File: src/rtl/usb_pkg.sv
// usb_pkg: shared constants, state encoding and CRC16 helper for the USB
// full-speed receive path.
package usb_pkg;

  localparam int unsigned CNT_W           = 7;
  localparam int unsigned MAX_PAYLOAD_DEF = 64;

  // 4-bit PID codes (low nibble of the PID byte)
  localparam logic [3:0] PID_OUT   = 4'b0001;
  localparam logic [3:0] PID_IN    = 4'b1001;
  localparam logic [3:0] PID_DATA0 = 4'b0011;
  localparam logic [3:0] PID_DATA1 = 4'b1011;

  localparam logic [7:0]  SYNC_BYTE     = 8'b1000_0000;
  localparam logic [15:0] CRC16_INIT    = 16'hFFFF;
  localparam logic [15:0] CRC16_POLY    = 16'h8005;
  localparam logic [15:0] CRC16_RESIDUE = 16'h800D;

  typedef enum logic [2:0] {
    ST_IDLE,
    ST_WAIT_PID,
    ST_TOKEN_B1,
    ST_TOKEN_B2,
    ST_TOKEN_EOP,
    ST_DATA_RX,
    ST_ERR_WAIT
  } rx_state_t;

  // One byte of CRC16, bits taken LSB first as they arrive on the wire
  function automatic logic [15:0] crc16_byte(input logic [15:0] crc, input logic [7:0] data);
    logic [15:0] c;
    c = crc;
    for (int i = 0; i < 8; i++) begin
      if (c[15] ^ data[i]) c = {c[14:0], 1'b0} ^ CRC16_POLY;
      else                 c = {c[14:0], 1'b0};
    end
    return c;
  endfunction

endpackage

File: src/rtl/crc16_rx.sv
// crc16_rx: running CRC16 over received data bytes (poly 0x8005, init FFFF).
// Ports:
//   i_clk, i_n_rst   clock, async active-low reset
//   i_clear          sync reload to the init value (wins over i_en)
//   i_en, i_data     fold one byte into the CRC
//   o_crc_nxt_c      combinational value the register takes this cycle, so a
//                    byte and EOP in the same cycle can be checked together
module crc16_rx
  import usb_pkg::*;
(
  input  logic        i_clk,
  input  logic        i_n_rst,
  input  logic        i_clear,
  input  logic        i_en,
  input  logic [7:0]  i_data,
  output logic [15:0] o_crc_nxt_c
);

  logic [15:0] r_crc;

  always_comb begin
    o_crc_nxt_c = r_crc;
    if (i_clear)   o_crc_nxt_c = CRC16_INIT;
    else if (i_en) o_crc_nxt_c = crc16_byte(r_crc, i_data);
  end

  always_ff @(posedge i_clk or negedge i_n_rst) begin
    if (!i_n_rst) r_crc <= CRC16_INIT;
    else          r_crc <= o_crc_nxt_c;
  end

endmodule

File: src/rtl/rxpu.sv
// rxpu: USB full-speed receive packet unit. Parses SYNC/PID/token/data
// packets from the byte receiver, streams data payload (CRC16 stripped and
// checked) into the RX FIFO and requests DATA1/NAK replies from the TXPU.
// Ports:
//   i_clk, i_n_rst                 clock, async active-low reset
//   i_rcv_byte, i_byte_valid       received byte strobe
//   i_eop_detect                   end-of-packet strobe
//   i_is_txing                     TXPU busy: hold in IDLE, ignore inputs
//   i_fifo_full                    RX FIFO back-pressure
//   o_fifo_w_enable, o_fifo_w_data RX FIFO write port
//   o_fifo_clear                   flush FIFO after a bad data packet
//   o_send_data, o_send_nak        TXPU requests
//   o_data_done, o_rx_error        packet status pulses
// Build option: define RXPU_ADDR_FILTER_EN to drop tokens (and the data
// packet following an OUT) whose address differs from DEV_ADDR.
module rxpu
  import usb_pkg::*;
#(
  parameter logic [6:0]  DEV_ADDR    = 7'd1,
  parameter int unsigned MAX_PAYLOAD = MAX_PAYLOAD_DEF
) (
  input  logic       i_clk,
  input  logic       i_n_rst,
  input  logic [7:0] i_rcv_byte,
  input  logic       i_byte_valid,
  input  logic       i_eop_detect,
  input  logic       i_is_txing,
  input  logic       i_fifo_full,
  output logic       o_fifo_w_enable,
  output logic [7:0] o_fifo_w_data,
  output logic       o_fifo_clear,
  output logic       o_send_data,
  output logic       o_send_nak,
  output logic       o_data_done,
  output logic       o_rx_error
);

`ifdef RXPU_ADDR_FILTER_EN
  localparam bit ADDR_FILTER = 1'b1;
`else
  localparam bit ADDR_FILTER = 1'b0;
`endif
  localparam logic [CNT_W-1:0] CNT_MAX = CNT_W'(MAX_PAYLOAD);

  rx_state_t        r_state;
  logic             r_tok_in;
  logic [6:0]       r_addr;
  logic             r_err_data;   // ERR_WAIT was entered from DATA_RX
  logic             r_drop;       // current data packet belongs to a foreign OUT
  logic [1:0]       r_held;
  logic [CNT_W-1:0] r_cnt;
  logic [7:0]       r_d0;         // oldest held byte
  logic [7:0]       r_d1;         // newest held byte

  logic             w_byte;
  logic             w_pid_ok;
  logic [3:0]       w_pid;
  logic             w_addr_ok;
  logic             w_good;
  logic [15:0]      w_crc_nxt;

  // Register values after this cycle's byte (before any same-cycle EOP)
  rx_state_t        w_st;
  logic             w_tok_in;
  logic [6:0]       w_addr;
  logic             w_err_data;
  logic [1:0]       w_held;
  logic [CNT_W-1:0] w_cnt;
  logic [7:0]       w_d0;
  logic [7:0]       w_d1;
  logic             w_wr;
  logic [7:0]       w_wr_data;
  logic             w_crc_clr;
  logic             w_crc_en;

  assign w_byte    = i_byte_valid && !i_is_txing;
  assign w_pid     = i_rcv_byte[3:0];
  assign w_pid_ok  = (i_rcv_byte[7:4] == ~i_rcv_byte[3:0]);
  assign w_addr_ok = !ADDR_FILTER || (r_addr == DEV_ADDR);
  assign w_good    = (w_crc_nxt == CRC16_RESIDUE) && (w_held == 2'd2) && (w_cnt <= CNT_MAX);

  crc16_rx u_crc (
    .i_clk       (i_clk),
    .i_n_rst     (i_n_rst),
    .i_clear     (w_crc_clr),
    .i_en        (w_crc_en),
    .i_data      (i_rcv_byte),
    .o_crc_nxt_c (w_crc_nxt)
  );

  // Byte stage: effect of an incoming byte on the parser
  always_comb begin
    w_st       = r_state;
    w_tok_in   = r_tok_in;
    w_addr     = r_addr;
    w_err_data = r_err_data;
    w_held     = r_held;
    w_cnt      = r_cnt;
    w_d0       = r_d0;
    w_d1       = r_d1;
    w_wr       = 1'b0;
    w_wr_data  = r_d0;
    w_crc_clr  = 1'b0;
    w_crc_en   = 1'b0;
    if (w_byte) begin
      unique case (r_state)
        ST_IDLE: begin
          if (i_rcv_byte == SYNC_BYTE) w_st = ST_WAIT_PID;
        end
        ST_WAIT_PID: begin
          w_st       = ST_ERR_WAIT;
          w_err_data = 1'b0;
          if (w_pid_ok) begin
            case (w_pid)
              PID_OUT, PID_IN: begin
                w_st     = ST_TOKEN_B1;
                w_tok_in = (w_pid == PID_IN);
              end
              PID_DATA0, PID_DATA1: begin
                w_st      = ST_DATA_RX;
                w_held    = 2'd0;
                w_cnt     = '0;
                w_d0      = 8'h00;
                w_d1      = 8'h00;
                w_crc_clr = 1'b1;
              end
              default: ;
            endcase
          end
        end
        ST_TOKEN_B1: begin
          w_addr = i_rcv_byte[6:0];
          w_st   = ST_TOKEN_B2;
        end
        ST_TOKEN_B2: w_st = ST_TOKEN_EOP;
        ST_TOKEN_EOP: begin
          w_st       = ST_ERR_WAIT;
          w_err_data = 1'b0;
        end
        ST_DATA_RX: begin
          // Two-byte delay line keeps the trailing CRC out of the FIFO
          w_crc_en = 1'b1;
          w_d0     = r_d1;
          w_d1     = i_rcv_byte;
          if (r_held != 2'd2) begin
            w_held = r_held + 2'd1;
          end else if ((r_cnt == CNT_MAX) || i_fifo_full) begin
            w_st       = ST_ERR_WAIT;
            w_err_data = 1'b1;
          end else begin
            w_wr  = !r_drop;
            w_cnt = r_cnt + CNT_W'(1);
          end
        end
        ST_ERR_WAIT: ;
        default: w_st = ST_IDLE;
      endcase
    end
  end

  // State register, EOP handling and registered outputs
  always_ff @(posedge i_clk or negedge i_n_rst) begin
    if (!i_n_rst) begin
      r_state         <= ST_IDLE;
      r_tok_in        <= 1'b0;
      r_addr          <= 7'd0;
      r_err_data      <= 1'b0;
      r_drop          <= 1'b0;
      r_held          <= 2'd0;
      r_cnt           <= '0;
      r_d0            <= 8'h00;
      r_d1            <= 8'h00;
      o_fifo_w_enable <= 1'b0;
      o_fifo_w_data   <= 8'h00;
      o_fifo_clear    <= 1'b0;
      o_send_data     <= 1'b0;
      o_send_nak      <= 1'b0;
      o_data_done     <= 1'b0;
      o_rx_error      <= 1'b0;
    end else begin
      o_fifo_w_enable <= 1'b0;
      o_fifo_clear    <= 1'b0;
      o_send_data     <= 1'b0;
      o_send_nak      <= 1'b0;
      o_data_done     <= 1'b0;
      o_rx_error      <= 1'b0;
      if (i_is_txing) begin
        // Silent abort: no pulses, FIFO left alone
        r_state <= ST_IDLE;
      end else begin
        r_tok_in   <= w_tok_in;
        r_addr     <= w_addr;
        r_err_data <= w_err_data;
        r_held     <= w_held;
        r_cnt      <= w_cnt;
        r_d0       <= w_d0;
        r_d1       <= w_d1;
        o_fifo_w_enable <= w_wr;
        if (w_wr) o_fifo_w_data <= w_wr_data;
        if (!i_eop_detect) begin
          r_state <= w_st;
        end else begin
          r_state <= ST_IDLE;
          unique case (w_st)
            ST_IDLE: ;
            ST_TOKEN_EOP: begin
              o_send_data <= r_tok_in && w_addr_ok;
              r_drop      <= !w_addr_ok;
            end
            ST_DATA_RX: begin
              r_drop <= 1'b0;
              if (r_drop) begin
                o_rx_error <= !w_good;
              end else if (w_good) begin
                o_data_done <= 1'b1;
              end else begin
                o_fifo_clear <= 1'b1;
                o_send_nak   <= 1'b1;
                o_rx_error   <= 1'b1;
              end
            end
            ST_ERR_WAIT: begin
              o_rx_error <= 1'b1;
              if (w_err_data) begin
                r_drop       <= 1'b0;
                o_fifo_clear <= !r_drop;
                o_send_nak   <= !r_drop;
              end
            end
            default: o_rx_error <= 1'b1;  // truncated PID or token
          endcase
        end
      end
    end
  end

endmodule

File: config.mk
export PLATFORM = sky130hd
export DESIGN_NAME = rxpu
export DESIGN_NICKNAME = d
export VERILOG_FILES = /design/src/rtl/usb_pkg.sv /design/src/rtl/crc16_rx.sv /design/src/rtl/rxpu.sv
export SDC_FILE = /design/constraint.sdc
export NUM_CORES = 1
export LEC_CHECK = 0
export CAP_MARGIN = 30
export CORE_MARGIN = 10
export CORE_UTILIZATION = 58
export DETAILED_ROUTE_END_ITERATION = 10
export PLACE_DENSITY = 0.79
export SYNTH_ARGS = -nofsm -noshare
export SYNTH_HDL_FRONTEND = slang
export SYNTH_SLANG_ARGS = --single-unit
File: constraint.sdc
create_clock -name i_clk -period 3.8 [get_ports i_clk]
set_input_delay 0.57 -clock i_clk [delete_from_list [all_inputs] [get_ports i_clk]]
set_output_delay 0.57 -clock i_clk [all_outputs]
set_load 0.02 [all_outputs]
Port wiring:
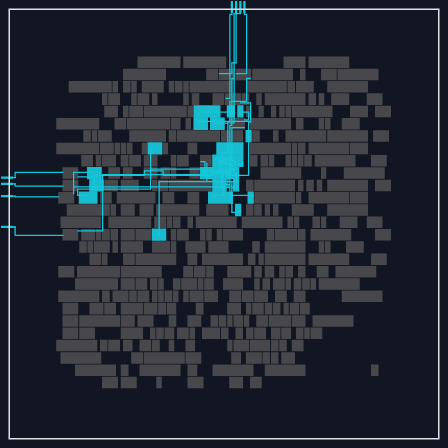
- `i_rcv_byte`: cyan (bits 8; direction input; end cells 23; buffers 9; wire 512 um)
I/O pin cnt: 28
Buffers on Ports: 27

M2 wires:
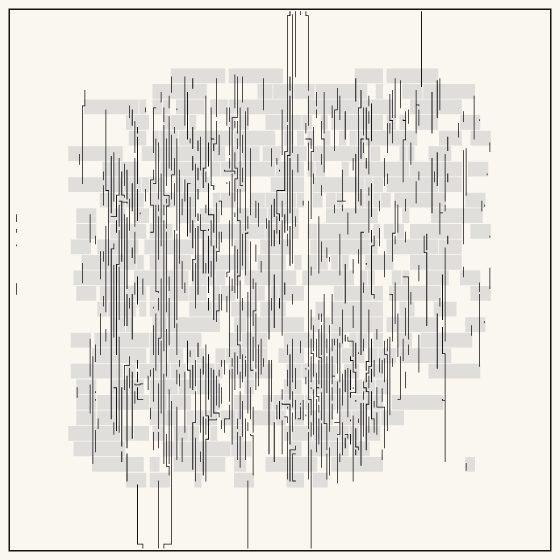
- longest straight run: 29.8 um
- wire length on this layer: 3230 um
- share of all routed wire: 47%
- main direction: vertical
- nets with wire on the layer: 315
DRT Wirelength: 6.89 mm
via count: 2580

Cell outlines without signal wires:
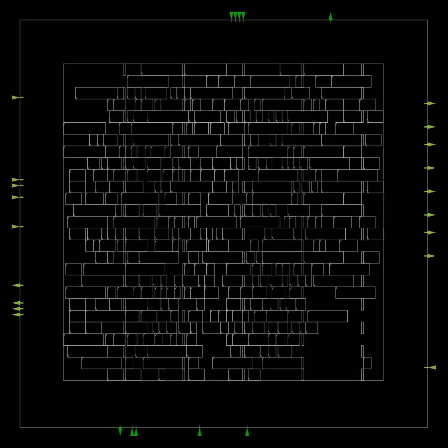
register fraction of the total cell area: 40.3%
total core area: 5440 um2
Layout fillers: 441
Core Util, Final: 68.3%
Tapcell Cnt: 72

==> flow_summary_export.csv <==
group,metric,value,unit
die,die_y,94.5,um
min_path,hp-class,"primary input to asynchronous set/reset pin",
worst_setup_path,reg2reg_from,"r_state[2]",
synth,syn-num-nets,354,
cts,clkTransAtPathRegs,0.06,ns
final_layout,logic_area,1610,um2
cts,numCtsBuffers,9,
cts,ctsRootBufferMaster,"clkbuf_8",
power,p_sw_share,24.3,%
drt,drt-initial-drc-count,189,
placement,place.gp.congestion,0.963,
synth,flop_cell,"dfrtp_1",
global_route,grt_pass1_wl,11.5,mm
power,p_comb_share,8.7,%
synth,synth_area_per_cell,9.57,um2
cts,cts_tree,"yes",
final_layout,antenna_cells,0,
power,p_switching,0.300,mW
final_layout,nNetsFinal,380,
worst_setup_path,critical_path_required,4.06,ns
synth,edf_count,0,
global_route,grt_usage,16.0,%
job,log.warning_count,28,
worst_setup_path,crit_type,"primary input to flip-flop",
cts,cts.path.max_buffers,2,
final_timing,drv_slew,0,
cts,h-tree-depth,3,
power,power.internal,0.932,mW
status,status,"finished, final reports clean",
worst_setup_path,end_kind,"flip-flop",
drt,wl_per_cell,15.7,um
worst_setup_path,cp_cell_sequence,"clkdlybuf4s50_1 -> xnor2_2 -> xnor3_1 -> xnor3_2 -> xnor2_1 -> o311a_1 -> or4_1 -> nor3_2",
cts,cts_sinks,59,
final_layout,area_growth,15.4,%
synth,top_area_share,33.5,%
final_timing,hold_ws,0.329,ns
synth,synth_cell_types,60,
die,die_w,94.5,um
power,powerDensity,332,nW/um2
die,die-area,8930,um2
final_timing,worstMarginPinSlew,0.861,ns
## flip-flops by register name (all words and copies together), names as in the netlist
signal           count
o_send_data          1
r_d1                 8
r_tok_in             1
o_send_nak           1
o_rx_error           1
o_fifo_w_data        8
r_d0                 8
r_err_data           1
o_data_done          1
r_cnt                7
r_held               2
r_state              3
u_crc.r_crc         16
o_fifo_w_enable      1
## power by group through the flow
stage | logic (mW) | clock network [mW] | registers (mW)
after floorplan | 0.0646 | 0 | 0.645
after global placement | 0.106 | 0 | 0.645
after detailed placement | 0.107 | 0 | 0.645
after CTS | 0.108 | 0.502 | 0.634
after global routing | 0.115 | 0.529 | 0.634
final | 0.107 | 0.491 | 0.634
## logic make-up (layout without fill, tap and decap cells)
| kind of cell | count (synthesis) | count (layout) | synth area share (%) |
|---|---|---|---|
| flip-flops | 59 | 59 | 46.5 |
| multiplexers | 11 | 11 | 3.77 |
| XOR/XNOR | 22 | 22 | 7.35 |
| buffers and inverters | 27 | 58 | 3.62 |
| AND-OR/OR-AND | 73 | 73 | 14.5 |
| AND/OR/NAND/NOR | 140 | 140 | 22.6 |
| adder cells (fa/ha/maj) | 4 | 4 | 1.56 |
## synthesized netlist by cell type (all sizes together) (3+ instances only)
master   n
nand2   69
dfrtp   43
o21ai   33
xnor2   19
dfstp   16
clkbuf  15
nand3   12
o211ai  12
nor2    11
a21oi    9
mux2     9
inv      8
nor3     6
nand3b   5
nor2b    5
nor4     5
buf      4
ha       4
nand2b   4
nand4b   4
nor4b    4
a31oi    3
## metal layers
metal	track usage, %	wire length (um)	part of all wire [%]
met5	0	0	0
met4	6.98	120	1.7
met3	4.92	483	7.0
met2	25.6	3230	47
met1	19.6	3050	44
## layout make-up
| type | instances | area share, % |
|---|---|---|
| sequential | 59 | 40.3 |
| tap | 72 | 2.43 |
| multi-input combinational | 250 | 43.3 |
| timing repair buffer | 34 | 8.56 |
| clock buffer | 11 | 3.81 |
| inverter | 8 | 0.809 |
| clock inverter | 5 | 0.775 |
## how the worst max path moves through the flow
stage	endpoint	cells past startpoint
after floorplan	o_data_done	7
after global placement	o_data_done	8
after detailed placement	o_data_done	8
after CTS	o_data_done	8
after global routing	o_send_nak	7
final	o_data_done	8
## stage by stage
| stage | worst slack (ns) | cells | total power, mW | util [%] |
|---|---|---|---|---|
| floorplan | 1.05 | 336 | 0.709 | - |
| global placement | 0.255 | 423 | 0.751 | 65.1 |
| CTS | 0.561 | 439 | 1.24 | 68.3 |
| global route | 0.264 | 439 | 1.28 | 68.3 |
| finish | 0.539 | 439 | 1.23 | 68.3 |
| detailed placement | 0.250 | 423 | 0.752 | 65.1 |
Power figures rest on the tool's default switching activity, not on a simulated workload.
